[config.mk]
export PLATFORM = sky130hd
export DESIGN_NAME = pipelined_id_exe_flat
export DESIGN_NICKNAME = d
export VERILOG_FILES = /design/src/rtl/pipelined_id_exe_if.sv /design/src/rtl/pipelined_id_exe.sv /design/src/flat_wrapper.sv
export SDC_FILE = /design/constraint.sdc
export NUM_CORES = 1
export LEC_CHECK = 0
export ABC_AREA = 1
export CAP_MARGIN = 30
export CORE_MARGIN = 2
export CORE_UTILIZATION = 27
export DETAILED_ROUTE_END_ITERATION = 10
export GPL_ROUTABILITY_DRIVEN = 0
export PLACE_DENSITY = 0.6
export SETUP_SLACK_MARGIN = 0.05
export SKIP_CTS_REPAIR_TIMING = 1
export SYNTH_ARGS = -nofsm -noshare
export SYNTH_HDL_FRONTEND = slang
export SYNTH_SLANG_ARGS = --single-unit
[constraint.sdc]
create_clock -name Clk -period 3.7 [get_ports Clk]
set_input_delay 0.37 -clock Clk [delete_from_list [all_inputs] [get_ports Clk]]
set_output_delay 0.37 -clock Clk [all_outputs]
set_load 0.03 [all_outputs]
[src/rtl/pipelined_id_exe_if.sv]
// Operand/control bundle between the ID stage, the ID/EXE register and the execute stage.
// The master drives the ID- and MEM-side inputs; the slave (the ID/EXE block) drives the EXE-side outputs.
interface pipelined_id_exe_if #(
  parameter int WIDTH = 32,
  parameter int RADDR = 5
);
  logic [WIDTH-1:0] ID_Qa, ID_Qb, ID_Ext_imm, ID_PC_plus4;
  logic [RADDR-1:0] ID_Rs, ID_Rt, ID_write_reg;
  logic             ID_Use_rs, ID_Use_rt;
  logic [1:0]       ID_Aluc;
  logic             ID_Aluqb, ID_Wreg, ID_Reg2reg, ID_Wmem, ID_Valid;
  logic             Flush;
  logic [WIDTH-1:0] EXE_Alu, MEM_Alu, MEM_Mdata;
  logic             MEM_Wreg, MEM_Reg2reg;
  logic [RADDR-1:0] MEM_write_reg;
  logic [WIDTH-1:0] EXE_Qa, EXE_Qb, EXE_Ext_imm, EXE_PC_plus4;
  logic [RADDR-1:0] EXE_write_reg;
  logic [1:0]       EXE_Aluc;
  logic             EXE_Aluqb, EXE_Wreg, EXE_Reg2reg, EXE_Wmem, EXE_Valid;
  logic [1:0]       FwdA, FwdB;
  logic             Stall;

  modport master (
    output ID_Qa, ID_Qb, ID_Ext_imm, ID_PC_plus4, ID_Rs, ID_Rt, ID_write_reg,
           ID_Use_rs, ID_Use_rt, ID_Aluc, ID_Aluqb, ID_Wreg, ID_Reg2reg, ID_Wmem,
           ID_Valid, Flush, EXE_Alu, MEM_Alu, MEM_Mdata, MEM_Wreg, MEM_Reg2reg,
           MEM_write_reg,
    input  EXE_Qa, EXE_Qb, EXE_Ext_imm, EXE_PC_plus4, EXE_write_reg, EXE_Aluc,
           EXE_Aluqb, EXE_Wreg, EXE_Reg2reg, EXE_Wmem, EXE_Valid, FwdA, FwdB, Stall
  );

  modport slave (
    input  ID_Qa, ID_Qb, ID_Ext_imm, ID_PC_plus4, ID_Rs, ID_Rt, ID_write_reg,
           ID_Use_rs, ID_Use_rt, ID_Aluc, ID_Aluqb, ID_Wreg, ID_Reg2reg, ID_Wmem,
           ID_Valid, Flush, EXE_Alu, MEM_Alu, MEM_Mdata, MEM_Wreg, MEM_Reg2reg,
           MEM_write_reg,
    output EXE_Qa, EXE_Qb, EXE_Ext_imm, EXE_PC_plus4, EXE_write_reg, EXE_Aluc,
           EXE_Aluqb, EXE_Wreg, EXE_Reg2reg, EXE_Wmem, EXE_Valid, FwdA, FwdB, Stall
  );
endinterface

[src/rtl/pipelined_id_exe.sv]
// ID-stage operand forwarding, load-use stall detection and the ID/EXE pipeline register.
// Flush and Stall both load an all-zero bubble, so a bubble can never write registers or memory.
module pipelined_id_exe #(
  parameter int WIDTH = 32,
  parameter int RADDR = 5
) (
  input logic               Clk,
  input logic               Rst,
  pipelined_id_exe_if.slave bus
);

  typedef struct packed {
    logic [WIDTH-1:0] qa;
    logic [WIDTH-1:0] qb;
    logic [WIDTH-1:0] ext_imm;
    logic [WIDTH-1:0] pc_plus4;
    logic [RADDR-1:0] write_reg;
    logic [1:0]       aluc;
    logic             aluqb;
    logic             wreg;
    logic             reg2reg;
    logic             wmem;
    logic             valid;
  } exe_reg_t;

  exe_reg_t exe_q, exe_d;
  logic     stall;

  // Operand 0 is A (rs/Qa), operand 1 is B (rt/Qb); the forwarding logic is identical.
  for (genvar gi = 0; gi < 2; gi++) begin : g_fwd
    logic [RADDR-1:0] rn;
    logic             use_src;
    logic [WIDTH-1:0] q_rf;
    logic             exe_hit, mem_hit, ld_hit;
    logic [1:0]       sel;
    logic [WIDTH-1:0] q;

    assign rn      = (gi == 0) ? bus.ID_Rs     : bus.ID_Rt;
    assign use_src = (gi == 0) ? bus.ID_Use_rs : bus.ID_Use_rt;
    assign q_rf    = (gi == 0) ? bus.ID_Qa     : bus.ID_Qb;

    // EXE forwarding needs the operand to be read; MEM forwarding only checks the register match.
    assign exe_hit = use_src && exe_q.valid && exe_q.wreg && !exe_q.reg2reg &&
                     (exe_q.write_reg == rn) && (rn != '0);
    assign mem_hit = bus.MEM_Wreg && (bus.MEM_write_reg == rn) && (rn != '0);
    assign ld_hit  = use_src && (exe_q.write_reg == rn);

    always_comb begin
      sel = 2'd0;
      if (exe_hit)
        sel = 2'd1;
      else if (mem_hit)
        sel = bus.MEM_Reg2reg ? 2'd3 : 2'd2;
    end

    always_comb begin
      q = q_rf;
      case (sel)
        2'd1:    q = bus.EXE_Alu;
        2'd2:    q = bus.MEM_Alu;
        2'd3:    q = bus.MEM_Mdata;
        default: q = q_rf;
      endcase
    end
  end

  assign stall = bus.ID_Valid && !bus.Flush && exe_q.valid && exe_q.wreg &&
                 exe_q.reg2reg && (exe_q.write_reg != '0) &&
                 (g_fwd[0].ld_hit || g_fwd[1].ld_hit);

  always_comb begin
    exe_d = '0;
    if (!bus.Flush && !stall) begin
      exe_d.qa        = g_fwd[0].q;
      exe_d.qb        = g_fwd[1].q;
      exe_d.ext_imm   = bus.ID_Ext_imm;
      exe_d.pc_plus4  = bus.ID_PC_plus4;
      exe_d.write_reg = bus.ID_write_reg;
      exe_d.aluc      = bus.ID_Aluc;
      exe_d.aluqb     = bus.ID_Aluqb;
      exe_d.wreg      = bus.ID_Wreg && bus.ID_Valid;
      exe_d.reg2reg   = bus.ID_Reg2reg;
      exe_d.wmem      = bus.ID_Wmem && bus.ID_Valid;
      exe_d.valid     = bus.ID_Valid;
    end
  end

  always_ff @(posedge Clk) begin
    if (Rst)
      exe_q <= '0;
    else
      exe_q <= exe_d;
  end

  assign bus.EXE_Qa        = exe_q.qa;
  assign bus.EXE_Qb        = exe_q.qb;
  assign bus.EXE_Ext_imm   = exe_q.ext_imm;
  assign bus.EXE_PC_plus4  = exe_q.pc_plus4;
  assign bus.EXE_write_reg = exe_q.write_reg;
  assign bus.EXE_Aluc      = exe_q.aluc;
  assign bus.EXE_Aluqb     = exe_q.aluqb;
  assign bus.EXE_Wreg      = exe_q.wreg;
  assign bus.EXE_Reg2reg   = exe_q.reg2reg;
  assign bus.EXE_Wmem      = exe_q.wmem;
  assign bus.EXE_Valid     = exe_q.valid;
  assign bus.FwdA          = g_fwd[0].sel;
  assign bus.FwdB          = g_fwd[1].sel;
  assign bus.Stall         = stall;

endmodule

[src/flat_wrapper.sv]
// flat-port wrapper written by rule: the top's interface ports become plain ports
module pipelined_id_exe_flat 
#(
  parameter int WIDTH = 32,
  parameter int RADDR = 5
)
  (Clk, Rst, bus_ID_Qa, bus_ID_Qb, bus_ID_Ext_imm, bus_ID_PC_plus4, bus_ID_Rs, bus_ID_Rt, bus_ID_write_reg, bus_ID_Use_rs, bus_ID_Use_rt, bus_ID_Aluc, bus_ID_Aluqb, bus_ID_Wreg, bus_ID_Reg2reg, bus_ID_Wmem, bus_ID_Valid, bus_Flush, bus_EXE_Alu, bus_MEM_Alu, bus_MEM_Mdata, bus_MEM_Wreg, bus_MEM_Reg2reg, bus_MEM_write_reg, bus_EXE_Qa, bus_EXE_Qb, bus_EXE_Ext_imm, bus_EXE_PC_plus4, bus_EXE_write_reg, bus_EXE_Aluc, bus_EXE_Aluqb, bus_EXE_Wreg, bus_EXE_Reg2reg, bus_EXE_Wmem, bus_EXE_Valid, bus_FwdA, bus_FwdB, bus_Stall);
  pipelined_id_exe_if #(.WIDTH(WIDTH), .RADDR(RADDR)) bus_i ();
  input logic Clk;
  input logic Rst;
  input wire logic [$bits(bus_i.ID_Qa)-1:0] bus_ID_Qa;
  input wire logic [$bits(bus_i.ID_Qb)-1:0] bus_ID_Qb;
  input wire logic [$bits(bus_i.ID_Ext_imm)-1:0] bus_ID_Ext_imm;
  input wire logic [$bits(bus_i.ID_PC_plus4)-1:0] bus_ID_PC_plus4;
  input wire logic [$bits(bus_i.ID_Rs)-1:0] bus_ID_Rs;
  input wire logic [$bits(bus_i.ID_Rt)-1:0] bus_ID_Rt;
  input wire logic [$bits(bus_i.ID_write_reg)-1:0] bus_ID_write_reg;
  input wire logic [$bits(bus_i.ID_Use_rs)-1:0] bus_ID_Use_rs;
  input wire logic [$bits(bus_i.ID_Use_rt)-1:0] bus_ID_Use_rt;
  input wire logic [$bits(bus_i.ID_Aluc)-1:0] bus_ID_Aluc;
  input wire logic [$bits(bus_i.ID_Aluqb)-1:0] bus_ID_Aluqb;
  input wire logic [$bits(bus_i.ID_Wreg)-1:0] bus_ID_Wreg;
  input wire logic [$bits(bus_i.ID_Reg2reg)-1:0] bus_ID_Reg2reg;
  input wire logic [$bits(bus_i.ID_Wmem)-1:0] bus_ID_Wmem;
  input wire logic [$bits(bus_i.ID_Valid)-1:0] bus_ID_Valid;
  input wire logic [$bits(bus_i.Flush)-1:0] bus_Flush;
  input wire logic [$bits(bus_i.EXE_Alu)-1:0] bus_EXE_Alu;
  input wire logic [$bits(bus_i.MEM_Alu)-1:0] bus_MEM_Alu;
  input wire logic [$bits(bus_i.MEM_Mdata)-1:0] bus_MEM_Mdata;
  input wire logic [$bits(bus_i.MEM_Wreg)-1:0] bus_MEM_Wreg;
  input wire logic [$bits(bus_i.MEM_Reg2reg)-1:0] bus_MEM_Reg2reg;
  input wire logic [$bits(bus_i.MEM_write_reg)-1:0] bus_MEM_write_reg;
  output wire logic [$bits(bus_i.EXE_Qa)-1:0] bus_EXE_Qa;
  output wire logic [$bits(bus_i.EXE_Qb)-1:0] bus_EXE_Qb;
  output wire logic [$bits(bus_i.EXE_Ext_imm)-1:0] bus_EXE_Ext_imm;
  output wire logic [$bits(bus_i.EXE_PC_plus4)-1:0] bus_EXE_PC_plus4;
  output wire logic [$bits(bus_i.EXE_write_reg)-1:0] bus_EXE_write_reg;
  output wire logic [$bits(bus_i.EXE_Aluc)-1:0] bus_EXE_Aluc;
  output wire logic [$bits(bus_i.EXE_Aluqb)-1:0] bus_EXE_Aluqb;
  output wire logic [$bits(bus_i.EXE_Wreg)-1:0] bus_EXE_Wreg;
  output wire logic [$bits(bus_i.EXE_Reg2reg)-1:0] bus_EXE_Reg2reg;
  output wire logic [$bits(bus_i.EXE_Wmem)-1:0] bus_EXE_Wmem;
  output wire logic [$bits(bus_i.EXE_Valid)-1:0] bus_EXE_Valid;
  output wire logic [$bits(bus_i.FwdA)-1:0] bus_FwdA;
  output wire logic [$bits(bus_i.FwdB)-1:0] bus_FwdB;
  output wire logic [$bits(bus_i.Stall)-1:0] bus_Stall;
  assign bus_i.ID_Qa = bus_ID_Qa;
  assign bus_i.ID_Qb = bus_ID_Qb;
  assign bus_i.ID_Ext_imm = bus_ID_Ext_imm;
  assign bus_i.ID_PC_plus4 = bus_ID_PC_plus4;
  assign bus_i.ID_Rs = bus_ID_Rs;
  assign bus_i.ID_Rt = bus_ID_Rt;
  assign bus_i.ID_write_reg = bus_ID_write_reg;
  assign bus_i.ID_Use_rs = bus_ID_Use_rs;
  assign bus_i.ID_Use_rt = bus_ID_Use_rt;
  assign bus_i.ID_Aluc = bus_ID_Aluc;
  assign bus_i.ID_Aluqb = bus_ID_Aluqb;
  assign bus_i.ID_Wreg = bus_ID_Wreg;
  assign bus_i.ID_Reg2reg = bus_ID_Reg2reg;
  assign bus_i.ID_Wmem = bus_ID_Wmem;
  assign bus_i.ID_Valid = bus_ID_Valid;
  assign bus_i.Flush = bus_Flush;
  assign bus_i.EXE_Alu = bus_EXE_Alu;
  assign bus_i.MEM_Alu = bus_MEM_Alu;
  assign bus_i.MEM_Mdata = bus_MEM_Mdata;
  assign bus_i.MEM_Wreg = bus_MEM_Wreg;
  assign bus_i.MEM_Reg2reg = bus_MEM_Reg2reg;
  assign bus_i.MEM_write_reg = bus_MEM_write_reg;
  assign bus_EXE_Qa = bus_i.EXE_Qa;
  assign bus_EXE_Qb = bus_i.EXE_Qb;
  assign bus_EXE_Ext_imm = bus_i.EXE_Ext_imm;
  assign bus_EXE_PC_plus4 = bus_i.EXE_PC_plus4;
  assign bus_EXE_write_reg = bus_i.EXE_write_reg;
  assign bus_EXE_Aluc = bus_i.EXE_Aluc;
  assign bus_EXE_Aluqb = bus_i.EXE_Aluqb;
  assign bus_EXE_Wreg = bus_i.EXE_Wreg;
  assign bus_EXE_Reg2reg = bus_i.EXE_Reg2reg;
  assign bus_EXE_Wmem = bus_i.EXE_Wmem;
  assign bus_EXE_Valid = bus_i.EXE_Valid;
  assign bus_FwdA = bus_i.FwdA;
  assign bus_FwdB = bus_i.FwdB;
  assign bus_Stall = bus_i.Stall;
  pipelined_id_exe #(.WIDTH(WIDTH), .RADDR(RADDR)) u_core (.Clk(Clk), .Rst(Rst), .bus(bus_i));
endmodule
**Sequential cells grouped by signal name**

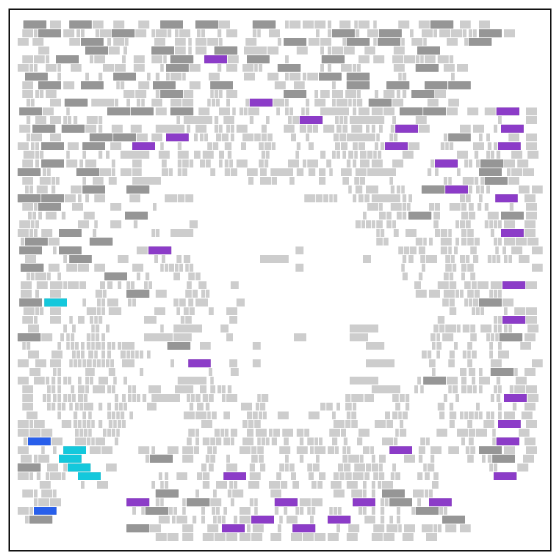
- blue: u_core.bus.EXE_Aluc (flops 2)
- cyan: u_core.bus.EXE_write_reg (flops 5; where lower left)
- purple: u_core.bus.EXE_Qa (flops 32; where all over the die)
- not coloured: 101
flip-flop and latch area: 2800 sq um
Seq area share: 22.9%
Layout Utilization: 45.6%
power of the sequential group: 1.59 mW

==> reports/qor.txt <==
final net count -> 1801
DRT iter0 DRCs -> 581
Wirelength per Cell -> 16.7 microns
WHS -> 453 ps
mux share -> 0%
hold worst-path end -> u_core.bus.EXE_PC_plus4[8]
Logic pwr share -> 19.5%
R2R Path End -> u_core.bus.EXE_Qa[18]
initial antenna violation count -> 2
status -> finished clean
leakage power -> 5.44 nW
CTS Buffer Depth -> 2
core area -> 26900 sq um
fmax -> 314 MHz
clock group share of total power -> 43.1%
P_sw -> 1.28 mW
Synth Seq Share -> 38.1%
sequential power share -> 37.4%
DPL Wire Length -> 23.3 mm
Cells after Synth -> 1180
gr busiest metal -> met2
Crit path depth -> 9
yosys aoi share -> 0.374%
Syn Area/Cell -> 6.24 sq um
Dominant combinational family -> simple AND/OR/NAND/NOR gates
Pwr Total -> 4.25 mW
XOR/XNOR Area Share -> 0.714%
Metal-1 WL -> 13.0 mm
CTS sink cnt -> 140
distinct lib cells -> 23
yosys stat chip area -> 7360 sq um
Inst Count DP -> 1865
worst path buffer plus inverter count -> 4
met3 GRT Util -> 6.08%
Die X -> 169 microns
ys flop type -> dfxtp_1
RSZ-0062 raised after global routing -> no
Post-Syn Area -> 7360 sq um
P_int -> 2.97 mW
worst setup path endpoint -> bus_FwdB[0]
post-route cell area -> 12200 sq um
tool warning count -> 26
VDD IR max -> 196 uV
**M2 wires**

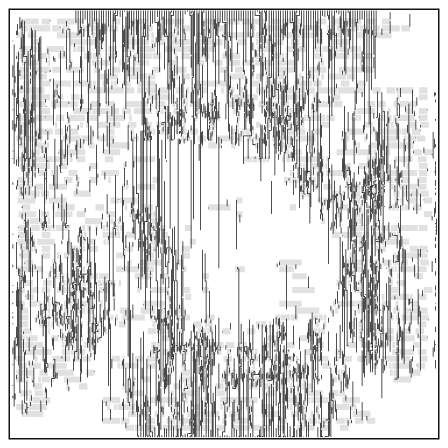
- wire length on this layer: 15200 microns
- nets with wire on the layer: 1380
- share of all routed wire: 48%
- longest straight run: 62.6 microns
Routed WL: 31.7 mm
grt met2 use: 37.0%

## final cells by class
cell class / instances / area (sq um) / share of cell area (%)
diodes: 2 / 5.00 / 0.0409
clock buffers: 17 / 425 / 3.47
clock inverters: 15 / 190 / 1.55
inverters: 235 / 882 / 7.20
multi-input cells: 730 / 3320 / 27.1
flip-flops and latches: 140 / 2800 / 22.9
well taps: 341 / 427 / 3.48
repair buffers: 419 / 4200 / 34.3
## per-stage QoR
step | setup slack (ps) | util, %
floorplan | 1560 | -
global route | 389 | 45.6
global placement | 578 | 43.3
detailed placement | 516 | 43.3
CTS | 510 | 45.5
finish | 518 | 45.6
No activity file was given, so power comes from the tool's default toggle rates.
